Run 1, power grid:
Scale bar: 10 µm. Pins as bars on the die edge.
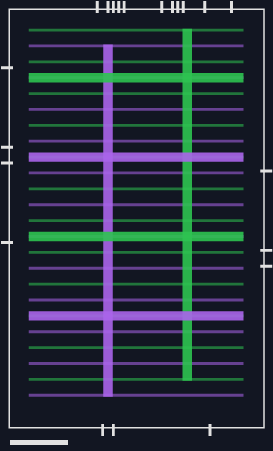
Run 1, placed cells, one colour a class:
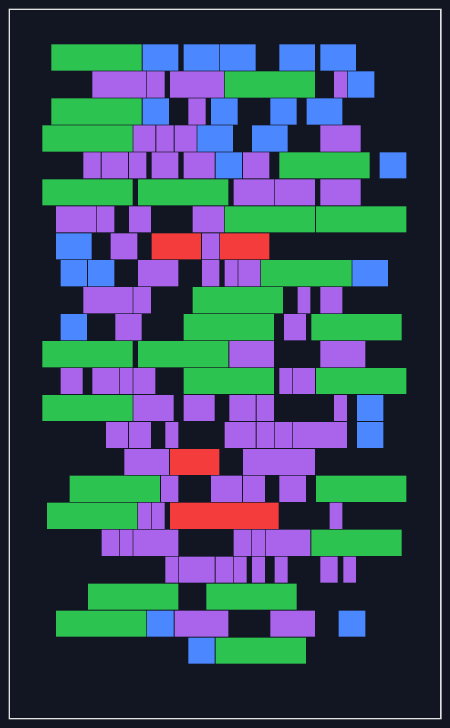
Run 1, clock distribution:
Scale bar: 10 µm.
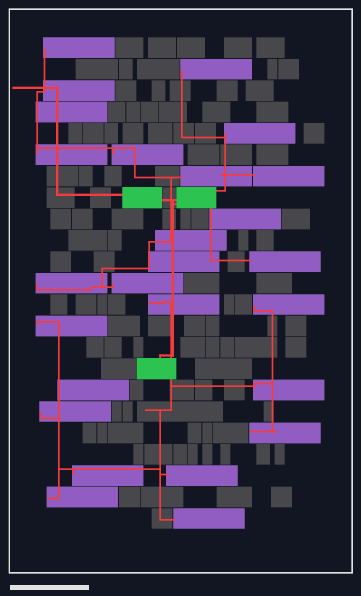
File: src/rtl/mult_seq.sv
// mult_seq: unsigned shift-add multiplier, one partial-product bit per BUSY cycle.
module mult_seq #(
    parameter int Data_width = 4
) (
    input  logic                      CLK,
    input  logic                      RST,
    input  logic                      Start,
    input  logic [Data_width-1:0]     A,
    input  logic [Data_width-1:0]     B,
    output logic [2*Data_width-1:0]   P,
    output logic                      Busy,
    output logic                      Done
);
    localparam int CW = $clog2(Data_width + 1);
    typedef enum logic [1:0] {IDLE, BUSY, DONE} state_t;
    state_t state, next;
    logic [Data_width-1:0] m, q;
    logic [Data_width:0]   acc, sum;
    logic [CW-1:0]         cnt;
    logic                  last;
    always_comb begin
        sum  = acc + (q[0] ? {1'b0, m} : '0);
        last = cnt == CW'(1);
        next = state == IDLE ? (Start ? BUSY : IDLE) :
               state == BUSY ? (last ? DONE : BUSY) : IDLE;
        Busy = state != IDLE;
    end
    always_ff @(posedge CLK or posedge RST)
        if (RST) state <= IDLE;
        else     state <= next;
    // {sum,q} shifted right once: the final shift lands directly in P
    always_ff @(posedge CLK or posedge RST) begin
        if (RST) begin
            m    <= '0;
            q    <= '0;
            acc  <= '0;
            cnt  <= '0;
            P    <= '0;
            Done <= 1'b0;
        end else begin
            if (state == IDLE && Start) begin
                m   <= A;
                q   <= B;
                acc <= '0;
                cnt <= CW'(Data_width);
            end else if (state == BUSY) begin
                acc <= {1'b0, sum[Data_width:1]};
                q   <= {sum[0], q[Data_width-1:1]};
                cnt <= cnt - CW'(1);
            end
            Done <= state == BUSY && last;
            if (state == BUSY && last) P <= {sum, q[Data_width-1:1]};
        end
    end
endmodule
File: config.mk
export PLATFORM = sky130hd
export DESIGN_NAME = mult_seq
export DESIGN_NICKNAME = d
export VERILOG_FILES = /design/src/rtl/mult_seq.sv
export SDC_FILE = /design/constraint.sdc
export NUM_CORES = 1
export LEC_CHECK = 0
export CORE_ASPECT_RATIO = 1.75
export CORE_MARGIN = 3
export CORE_UTILIZATION = 52
export DETAILED_ROUTE_END_ITERATION = 8
export PLACE_DENSITY = 0.77
export SYNTH_ARGS = -nofsm -noshare
export SYNTH_HDL_FRONTEND = slang
export SYNTH_SLANG_ARGS = --single-unit
export TNS_END_PERCENT = 5
File: constraint.sdc
create_clock -name CLK -period 1.9 [get_ports CLK]
set_input_delay 0.475 -clock CLK [delete_from_list [all_inputs] [get_ports CLK]]
set_output_delay 0.475 -clock CLK [all_outputs]
set_load 0.05 [all_outputs]
==> summary.txt, run 1 <==
Reports from this run.

- In this run the static leakage power is 0.0007559 µW.
- The detailed-routing wirelength on met1 is just under 1000 µm.
- The hold violation count in the final report is 0.
- The post-CTS resize count is 0.
- The number of max-capacitance violations reported is 0.
- The top achievable clock speed reads ~0.56 GHz.
- The final cell area excluding filler cells is 1544 µm².
- The number of warnings in the stage logs reads 27.
- The startpoint class of the critical path reads a register.
- The met3 layer usage reported by global route reads roughly 2.3%.
- The remaining max-slew budget at the tightest pin is 73.98%.
- The layout overhead on the synthesized area reads 21.34%.
- The proportion of power drawn by flip-flops and latches reads between 30% and 40%.
- Before any placement, the netlist area is recorded as approximately 1300 µm².
- The clock sink total reads 26.
- The critical path endpoint has a required time of between 1000 and 1500 ps.
- Walking the worst path, the cells encountered are or2_2, buf_4.
- The setup TNS after final layout reads 0 ps.
- The flip-flop and latch count after synthesis is 26.
- The overall die area reads between 3000 and 4000 µm².
- The number of rows created at floorplan is 23.
- The number of buffers on the longest clock path is 2.
- Counting every net in the synthesized netlist gives between 100 and 150.
- The number of cells on the worst hold path is listed as 2.
- The most critical min-delay path falls under register to register.
- The met1 layer usage reported by global route is between 20% and 30%.
- The first routing iteration left 26 violations.
- The clock-pin transition on the worst setup and hold timing paths is 90 ps.
- The first-pass iteration count of the detailed router reads 4.
- The sum of met3 wire segment lengths after detailed routing reads just over 60 µm.
- The slowest stage of the critical path is the dfrtp_1 cell.
- Overall power consumption after layout is estimated at around 2600 µW.
- Setup slack on the worst reg-to-reg path comes out at ~180 ps.
- The sequential cell area fraction in the yosys report is between 50 and 60%.
- The switching portion of total power comes to around 40%.
- The register cell area after layout is 650.6 µm².
- Nets still carrying antenna violations after routing amount to 0.
- The capturing element of the worst setup path is Busy.
- The synthesis report names the predominant flop master as dfrtp_1.
- The period utilization reads 93.75%.
- The area of combinational cells with multiple inputs is approximately 550 µm².
- The remaining design rule violation count is 0.
- STA shows the worst reg2reg path with a cell count of 8.
- The average wire per cell in the routed design is approximately 15 µm.
- The number of instances in the synthesized netlist reads roughly 110.
- After global routing the overflow that remains totals 0.
- The capture instance of the worst register-to-register path is acc[3].
- For this block, the routed nets add up to about 2300 µm of wire.
- The endpoint class of the critical path reads an output port.
- The fraction of met2 tracks used by global routing reads 30.15%.
- After clock tree synthesis, the flow added hold-fix buffers numbering 0.
- The largest single stage delay on the critical path is between 500 and 600 ps.
- Ranked by power, first place goes to combinational logic.
- Per the final layout report, the fraction of cells sized above drive strength 1 comes to 24.06%.
- The power dissipated by switching net loads reads about 1100 µW.
- The end of the worst hold path reads cnt[1].
- The startpoint identified for the worst register-to-register timing path is q[0].
- Broken down by cell family, the worst path's largest delay share belongs to flip-flops.
- The flow ran to the end, and the final reports show no timing, DRC or antenna violations.
- Per the detailed placement report, the placed cell area equals 1473 µm².
- The origin of the worst min-delay path reads cnt[1].
- The pin count of the biggest net entering global routing reads 27.
- The cell count in the Yosys report is about 110.
- The maximum fanout along the worst path is 10.
- The initial antenna violation count reads 0.
- The global-route wire length before repair reads between 4000 and 5000 µm.
- The vias after detailed routing is approximately 860.
- TritonCTS built the clock tree.
- The pre-placement core utilization is a little under three fifths.
- The final-report max-slew violation count reads 0.
- The number of warning messages in the yosys log reads 0.
- Summed over all combinational cells, the power is 1230 µW.
- Detailed placement finished with a half-perimeter wire length of between 1500 and 2000 µm.
- The count of buffers added on input and output ports is 20.
- The last weighted congestion value of the routability-driven placer is 0.7303.
- The total number of nets in the final design reads roughly 150.
- The internal portion of the total power is ~1600 µW.
- The number of buffers added for setup after CTS is 0.
- The count of boundary I/O pins is 21.
- The highest-utilization routing layer at the global route stage reads met2.
- According to the Yosys statistics, the synthesized design has a chip area of approximately 1300 µm².
- The final hold slack reads between 400 and 500 ps.
- Per the post-run analysis, buffers plus inverters along the critical path come to 1.
- The data arrival at the endpoint of the critical path reads 1310 ps.
- The detailed router reports a met2 wire length of between 1000 and 1500 µm.
- The sequential-cell power consumption is between 900 and 1000 µW.
- Routed signal wires occupy layers up through met4.
- The final number of setup-violating endpoints is 0.
- The average cell area after synthesis is around 12 µm².
- In this run the worst setup path begins at state[1].
- The CTS report gives the tree buffer count as 3.
- The number of enable flip-flop cells is 0.
- The worst VDD IR drop from the latest analysis is ~1.1 mV.
- The transition time of the tightest slew-check pin reads approximately 390 ps.
- CTS built an H-tree with a depth of 1.
- The placeable core area is approximately 2300 µm².
Back to the opening pictures, 'power grid':
[VSS] purple
[VDD] green
rows: 23
met4 straps: 2
signal pins: 21
met1 rails: 24

Back to the opening pictures, 'placed cells, one colour a class':
[remaining buffers and delay cells] blue | cells: 24 | share of their area: 14%
[clock drivers and dummy loads] red | cells: 4 | share of their area: 4.7%
[remaining logic cells] purple | cells: 79 | share of their area: 39%
[registers] green | cells: 26 | share of their area: 43%

Back to the opening pictures, 'clock distribution':
[clock-net drivers] green | count: 3
[flip-flops] purple | count: 26
[clock wires] red | length: 293 µm
routed clock nets: 4
Clk. pwr: 458 µW
worst clock skew on the final layout: 3.740 ps
Insertion Delay late pin: 270 ps
Clk network pwr share: 17.3%

[run 1: synth_stat cells, drive strengths merged (2+ instances only)]
cell | count | share of area (%)
and2 | 3 | 1.5
o21ai | 10 | 3.9
a31oi | 2 | 0.98
and3 | 2 | 1.4
inv | 9 | 2.7
buf | 3 | 2.9
nor2 | 2 | 0.59
a22oi | 4 | 2.4
ha | 6 | 5.9
nand2 | 6 | 1.8
dfrtp | 26 | 51
mux2 | 9 | 9.1
nor2b | 6 | 3.7
a21o | 2 | 1.2
a21oi | 7 | 2.8
[run 1: logic make-up after synthesis]
group | share of synthesized area (%)
flip-flops | 51.13
adder cells (fa/ha/maj) | 7.473
buffers and inverters | 5.506
AND/OR/NAND/NOR | 11.80
multiplexers | 9.931
XOR/XNOR | 1.377
AND-OR/OR-AND | 12.78
[run 1: final cells by class]
class / instances / area share, %
clock inverters: 1 / 1.945
multi-input cells: 70 / 35.74
clock buffers: 3 / 2.674
repair buffers: 24 / 13.29
inverters: 9 / 2.188
flip-flops and latches: 26 / 42.14
well taps: 25 / 2.026
[run 1: per-stage QoR]
step,setup slack (ps),utilization [%],std cells
after CTS,117.2,67.07,158
final,118.8,67.07,158
after detailed placement,93.77,63.97,154
after global routing,48.56,67.07,158
after global placement,132.6,63.97,154
after floorplan,356.6,-,108
[run 1: flip-flops by register name, indices dropped and copies added (netlist names)]
signal	flops
P	8
q	4
state	2
m	4
acc	4
cnt	3
Done	1
[run 1: layout by cell type, fill, tap and decap left out, types with 2 or more instances in the layout]
master	n
mux2_4	4
o21ai_0	10
clkdlybuf4s50_1	10
nand2_1	6
ha_1	6
a31oi_1	2
a21o_1	2
buf_4	14
a22oi_1	4
nor2b_1	4
a21oi_1	7
mux2_2	5
inv_1	9
nor2_1	2
and2_1	3
clkbuf_8	3
dfrtp_1	26
Run 1, clock wiring as the flow saved it:
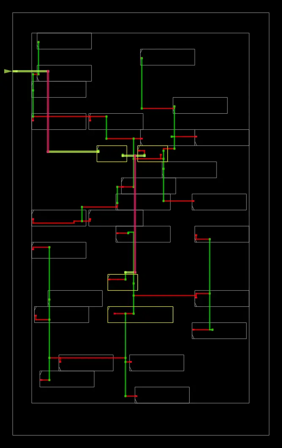

==> run 2: changes to the inputs <==
--- a/config.mk
+++ b/config.mk
@@ -7,9 +7,10 @@
 export LEC_CHECK = 0
 export CORE_ASPECT_RATIO = 1.75
 export CORE_MARGIN = 3
-export CORE_UTILIZATION = 52
+export CORE_UTILIZATION = 54
+export CTS_BUF_LIST = sky130_fd_sc_hd__clkbuf_8
 export DETAILED_ROUTE_END_ITERATION = 8
-export PLACE_DENSITY = 0.77
+export PLACE_DENSITY = 0.8
 export SYNTH_ARGS = -nofsm -noshare
 export SYNTH_HDL_FRONTEND = slang
 export SYNTH_SLANG_ARGS = --single-unit
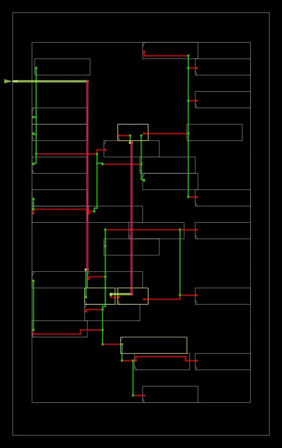
Run 2: clock wiring as the flow saved it
number of sequential cells: 26
CTS Buf Count: 3

==> summary.txt, run 2 <==
Reports from this run.

- The internal cell power reads between 1500 and 2000 µW.
- The vias after detailed routing reads 854.
- The switching power as a share of total power is about two fifths.
- The share of cell area taken by muxes after synthesis reads under 10%.
- The finished layout holds around 160 standard cells, fillers aside.
- The number of routed nets with antenna violations is 0.
- Per the power-grid run, VDD falls by no more than around 1.1 mV.
- For the final routed database, the setup TNS stands at 0 ps.
- The final timing report counts setup violations totalling 0.
- The first-iteration detailed-routing DRC count reads 26.
- Recorded from the global router log, the overflow total was 0.
- The number of enable flip-flop cells is 0.
- The slowest stage of the critical path is the dfrtp_1 cell.
- Per the layout report, the design carries 159 filler cells.
- After detailed routing, no signal wire sits above met4.
- Of the total power, registers draw a little over a third.
- The vias per cell reads 5.405.
- The clock tree has to reach 26 sinks.
- STA classifies the critical path endpoint as an output port.
- Setup repair after global routing left no endpoint under its margin.
- The final-report max-slew violation count is 0.
- The initial antenna violation count came to 0.
- Leaving out fill and tap cells, the most frequent cell in the layout is dfrtp_1.
- The remaining design rule violation count reads 0.
- The last weighted congestion value of the routability-driven placer reads a little over 0.8.
- The number of inserted diodes is 0.
- The sum of met3 wire segment lengths after detailed routing reads 64 µm.
- The number of max-capacitance violations reported reads 0.
- The via count of the first global-routing pass reads 902.
- The met3 layer usage reported by global route is between 1 and 1.5%.
- The leakage dissipation reads 0.0007610 µW.
- The final layout contains roughly 150 nets.
- The xor and xnor fraction of the mapped netlist area reads under 10%.
- Per the final timing report, the hold violations number 0.
- At the floorplan stage, the core utilization is reported as 58.52%.
- The complex-gate fraction of the synthesized area reads 12.78%.
- The portion of synthesized cell area occupied by the leading cell type is about half.
- The placeable core area reads between 2000 and 2500 µm².
- The count of boundary I/O pins is 21.
- The highest-utilization routing layer at the global route stage reads met2.
- In the per-layer summary, the met1 wirelength comes to approximately 1000 µm.
- The run finished with clean final reports.
- Synthesis produced ~110 cells.
- The area growth from synthesis to layout is 21.83%.
- In this design, the stage delay of the slowest critical-path cell is 510 ps.
- Averaged over all synthesized cells, the footprint is 11.78 µm².
- In this run the cell area measured after placement is between 1000 and 1500 µm².
- The met1 layer usage reported by global route reads between 15 and 20%.
- Of the synthesized area, sequential elements account for a little over 50%.
- The synthesized netlist occupies a cell area of approximately 1300 µm².
- The cell family contributing the most delay on the critical path is flip-flops.
- The first global-routing pass estimated ~3900 µm of wire.
- The count of port buffers added during placement reads 20.
- The most common logic cells in the final layout are 26 x dfrtp_1, 15 x buf_4, 10 x o21ai_0, 10 x clkdlybuf4s50_1, 9 x inv_1.
- Per the synth stats, the proportion of register bits with asynchronous set or reset is 100.0%.
- The number of warnings in the stage logs reads 27.
- The most area-hungry cell type in the Yosys netlist is dfrtp_1.
- The top achievable clock speed is ~0.56 GHz.
- The synthesized netlist was found by Yosys to have roughly 110 cells.
- Grouping non-sequential cells by family puts the most area in AND-OR/OR-AND gates.
- The floorplan step set the die height to between 70 and 80 µm.
- Looking at the max-slew report, the worst-margin pin has a slew of 416.4 ps.
- The TritonCTS clock tree is yes.
- The register with the most flip-flops in the layout has 8 of them.
- The required time of the critical path is 1420 ps.
- For reference, simple AND, OR, NAND and NOR cells occupy between 10% and 20% of the area reported after synthesis.
- The path type of the worst min-delay path is register to register.
- The data arrival at the endpoint of the critical path is approximately 1300 ps.
- The first-pass iteration count of the detailed router reads 4.
- The clock latency on the worst-skew pair is approximately 270 ps.
- The finished layout reports a core utilization of 71.29%.
- By area the synthesized netlist is led by dfrtp_1 51%, ha_1 5.9%, mux2_4 4.7%, mux2_2 4.4%, o21ai_0 3.9%.
- Once layout is done, the placed cells without fillers occupy between 1500 and 2000 µm².
- Entering global routing, the biggest net connects 27 pins.
- The fraction of met2 tracks used by global routing reads between 30% and 40%.
- Per the timing report, the biggest fanout along the worst path comes to 10.
- The clock-pin transition on the worst setup and hold timing paths is about 90 ps.
- Checking max transition, the worst relative margin is 72.22%.
- In this run the number of H-tree levels came out at 1.
- The flip-flop and latch count after synthesis is 26.
- Per the synth stats, the flop cell with the highest instance count is dfrtp_1.
- The buffering stage count on the worst path with inverters included reads 1.
- The final setup skew reads between 2 and 3 ps.
- For this run, the total global-route usage over all layers was measured as 17.40%.
- The area of combinational cells with multiple inputs reads around 550 µm².
- The summed standard-cell area reported by yosys reads about 1300 µm².
- STA classifies the critical path startpoint as a register.
- Across all setup checks in the final design, the least slack found is 123.2 ps.
- The power dissipated by switching net loads reads between 1000 and 1500 µW.
- Registers take 650.6 µm².
- The post-synthesis net count is 126.
- The share of post-route cells with drive strength above 1 is about a quarter.
- The width of the die reads around 43 µm.
- Counting instances in the post-synthesis netlist gives the leading cell types as 26 x dfrtp_1, 10 x o21ai_0, 9 x inv_1.
- In this run the critical path is formed by or2_2, buf_4.
- The floorplan has 22 rows.
- The total half-perimeter wirelength after legalization and detailed placement is ~1800 µm.
- The adder and majority gate portion of the synthesized area is 7.473%.
- The period utilization is a little over 90%.
- The average wire per cell in the routed design is around 16 µm.
- The number of warning messages in the yosys log is 0.
- The critical path is of the register to output port type.
- The distinct cell type count after synthesis is 32.
- The overall die area is between 2000 and 3000 µm².
- For this run the top cell type by instance count after synthesis was dfrtp_1.
- Looking at the power breakdown, combinational cells take around 47% of the total.
- In the detailed route, the total length drawn on met2 is between 1000 and 1500 µm.
- Total power normalized to cell area comes to around 1700 nW/µm².
- The time the final worst path needs with I/O delays and setup is roughly 1800 ps.
- The count of placed standard cells including taps is 153.
- The number of buffers on the longest clock path is 2.
- The placement-stage worst setup slack reads about 110 ps.
- The register with the most flip-flops is P.
- The proportion of power drawn by the clock network reads ~17%.
- The cell sitting at the root of the clock tree is a clkbuf_8.
- The total length of routed wires is 2472 µm.
==> run 2: final timing paths <==
path / cells past startpoint / slack, ps / end / from
setup / recovery: 2 / 120 / Busy / state[1]
max in group asynchronous: 3 / 1100 / P[6] / RST
hold / removal: 1 / 490 / acc[3] / acc[3]
setup reg to reg: 8 / 130 / acc[3] / q[0]
hold reg to reg: 1 / 490 / acc[3] / acc[3]
min in group asynchronous: 3 / 550 / P[4] / RST
==> run 2: cell families (layout without fill, tap and decap cells) <==
family / Yosys count / after routing
xor gates and xnor gates: 2 / 2
DFF: 26 / 26
adders and majority gates: 7 / 7
muxes: 10 / 10
AOI/OAI and AO/OA: 27 / 27
buffers and inverters: 12 / 38
and+or+nand+nor: 24 / 24
==> run 2: power groups by stage <==
stage          combinational, µW  sequential (µW)  clock [µW]
2_1_floorplan                690             1180           0
3_3_place_gp                1200              950           0
3_5_place_dp                1230              970           0
4_1_cts                     1240              956         465
5_1_grt                     1350              983         479
6_report                    1250              955         458
==> run 2: area by class of cell <==
type | instances | share of cell area, %
sequential | 26 | 41.97
clock inverter | 1 | 1.937
multi-input combinational | 70 | 35.59
clock buffer | 3 | 2.663
inverter | 9 | 2.179
tap | 24 | 1.937
timing repair buffer | 25 | 13.72
==> run 2: stage by stage <==
stage,hold WS (ps),power [µW]
5_1_grt,534.6,2814
2_1_floorplan,449.8,1870
3_5_place_dp,474.2,2201
4_1_cts,494.6,2666
6_report,491.9,2663
3_3_place_gp,464.3,2146
==> run 2: repair_timing <==
action,in CTS,in global routing
resized,0,0
hold buffers,0,0
buffers inserted,0,1
endpoints found under the setup margin,0,1
Run 2, power grid:
Scale bar: 10 µm. Pins as bars on the die edge.
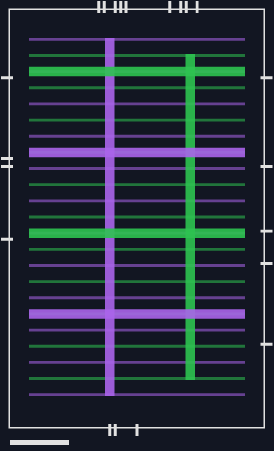

==> run 3: changes to the inputs <==
--- a/config.mk
+++ b/config.mk
@@ -5,9 +5,11 @@
 export SDC_FILE = /design/constraint.sdc
 export NUM_CORES = 1
 export LEC_CHECK = 0
+export CELL_PAD_IN_SITES_DETAIL_PLACEMENT = 1
+export CELL_PAD_IN_SITES_GLOBAL_PLACEMENT = 1
 export CORE_ASPECT_RATIO = 1.75
 export CORE_MARGIN = 3
-export CORE_UTILIZATION = 54
+export CORE_UTILIZATION = 43
 export CTS_BUF_LIST = sky130_fd_sc_hd__clkbuf_8
 export DETAILED_ROUTE_END_ITERATION = 8
 export PLACE_DENSITY = 0.8
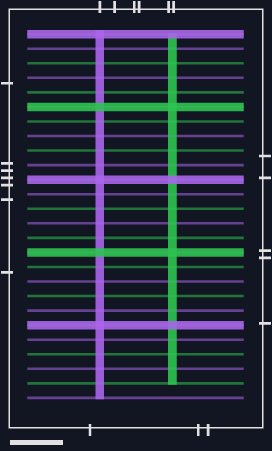
Run 3: power grid
Scale bar: 10 µm. Pins as bars on the die edge.
core area: 2753 µm²
maximum resistive drop on vdd: 0.8186 mV

==> summary.txt, run 3 <==
Reports from this run.

- The post-synthesis net count reads 126.
- Post-CTS repair ended up resizing 0 cells.
- The total of fill cells in the finished design reads roughly 290.
- The number of max-capacitance violations reported is 0.
- Looking at area per cell type in the netlist, the leader is dfrtp_1.
- Per the final timing report, the hold violations number 0.
- The maximum fanout along the worst path reads 10.
- Per the log, the first TritonRoute iteration ended with a DRC count of 4.
- Per STA, the highest per-stage delay on the worst path measures between 500 and 600 ps.
- The cell count in the Yosys report is 108.
- The total CTS buffers reads 3.
- The number of buffers added for setup after CTS reads 0.
- The share of post-route cells with drive strength above 1 reads around a quarter.
- The pin count of the biggest net entering global routing reads 27.
- Listed in order, past its start point the critical path passes or2_2, buf_4.
- The total length of routed wires is around 2700 µm.
- The global-route wire length before repair reads about 4500 µm.
- The final number of setup-violating endpoints reads 0.
- The flow ran to the end, and the final reports show no timing, DRC or antenna violations.
- The overall die area is between 3000 and 4000 µm².
- The most numerous cell in the Yosys netlist reads dfrtp_1.
- The clock latency on the worst-skew pair is 270 ps.
- The number of buffers on the longest clock path reads 2.
- The count of port buffers added during placement reads 20.
- The TritonCTS clock tree reads yes.
- The commonest non-fill, non-tap cell in the layout is dfrtp_1.
- The ratio of total power to cell area reads 1712 nW/µm².
- The library cell contributing the largest single delay on the critical path is dfrtp_1.
- The total number of nets in the final design is roughly 150.
- Checking hold timing, the worst path is listed with class register to register.
- Setup repair after global routing left no endpoint under its margin.
- The startpoint class of the critical path is a register.
- The script logs the mean routed wire length per placed instance as between 15 and 20 µm.
- The number of enable flip-flop cells reads 0.
- The remaining design rule violation count is 0.
- The initial antenna violation count was 0.
- The dominant delay contributor by cell family on the critical path reads flip-flops.
- Yosys reports that the most numerous cell types are 26 x dfrtp_1, 10 x o21ai_0, 9 x inv_1.
- The setup TNS after final layout is 0 ps.
- In this run the mean area of a mapped cell was between 10 and 15 µm².
- The worst setup path is captured at an output port.
- The sum of met3 wire segment lengths after detailed routing reads roughly 90 µm.
- Post-synthesis, Yosys gives the total cell area as approximately 1300 µm².
- According to the floorplan report, the die width is 47.12 µm.
- OpenROAD emitted warnings numbering 27.
- The number of inserted diodes is 0.
- The root buffer cell reads clkbuf_8.
- The layout overhead on the synthesized area reads 21.73%.
- The final-report max-slew violation count is 0.
- The die height is roughly 78 µm.
- Per the post-route antenna check, the number of violating nets is 0.
- The final setup skew reads 3.391 ps.
- The remaining max-slew budget at the tightest pin is 71.52%.
- The portion of synthesized cell area occupied by the leading cell type reads 51.13%.
- The buffering stage count on the worst path with inverters included is 1.
- The placement-stage worst setup slack reads 68.21 ps.
- The data arrival at the endpoint of the critical path reads about 1300 ps.
- The critical path class reads register to output port.
- The clock-pin transition on the worst setup and hold timing paths is approximately 90 ps.
- The clock sink total reads 26.
- 21 I/O pins were placed.
- The uppermost layer routed is met4.
- After layout, the worst path uses a little over nine tenths of the clock period.
- The script extracted a total leakage power of approximately 0.00076 µW.
- The detailed-routing wirelength on met1 reads a little under 1000 µm.
- The flow reports an fmax of ~0.56 GHz.
- For this run, the register share of the synthesized area comes to about half.
- The global router's overall resource usage reads between 15 and 20%.
- Recorded from the global router log, the overflow total was 0.
- The highest-utilization routing layer at the global route stage is met2.
- The placement summary gives the final routability congestion estimate as ~0.82.
- The length of routed met2 wiring reads about 1500 µm.
- According to the floorplan log, the row count is 25.
- Before placement the cells fill a little under half of the core.
- The H-tree depth reported by CTS is 1.
- The vias after detailed routing reads 892.
## run 3: cell types whose count changed in the layout (fill, tap and decap cells not counted), sizes merged
cell / previous run / this run
buf: 15 / 14
## run 3: kinds of logic after synthesis
kind of cell	count (synthesis)	share of synthesized area, %
AND-OR/OR-AND	27	12.78
flip-flops	26	51.13
AND/OR/NAND/NOR	24	11.80
buffers and inverters	12	5.506
multiplexers	10	9.931
adder cells (fa/ha/maj)	7	7.473
XOR/XNOR	2	1.377
## run 3: layout make-up
type / count / area [µm²] / area share [%]
repair buffers: 24 / 205.2 / 13.25
multi-input cells: 70 / 554.3 / 35.78
clock buffers: 3 / 41.29 / 2.666
well taps: 27 / 33.78 / 2.181
inverters: 9 / 33.78 / 2.181
clock inverters: 1 / 30.03 / 1.939
flip-flops and latches: 26 / 650.6 / 42.00
## run 3: per-stage QoR
stage                     hold slack [ps]  total power [µW]  util, %  std cells  cell area, µm²
after floorplan                     449.8              1870        -        108            1272
after global placement              463.0              2157    53.59        156            1475
after detailed placement            483.8              2235    53.59        156            1475
after CTS                           506.5              2693    56.18        160            1546
after global routing                539.2              2850    56.27        160            1549
final                               504.2              2652    56.27        160            1549
## run 3: worst paths after layout
kind	slack [ps]	startpoint	to	depth (start not counted)
min reg2reg	500	cnt[1]	cnt[1]	2
min in group asynchronous	560	RST	Done	3
max	120	state[1]	Busy	2
max reg2reg	140	q[0]	P[6]	7
min	500	cnt[1]	cnt[1]	2
max in group asynchronous	1080	RST	P[6]	3
## run 3: where the power goes
group	total [µW]	internal, µW	switching [µW]
logic	1240	514	726
clock network	447	282	165
registers	965	787	178
total	2650	1580	1070
## run 3: worst reg2reg max path, cell delays in order, from the launching register on
cell,delay [ps]
dfrtp_1,430
nand2_1,170
inv_1,60
ha_1,270
a21o_1,160
a21oi_1,170
xnor2_1,120
mux2_4,260
Power and IR drop assume default switching activity.
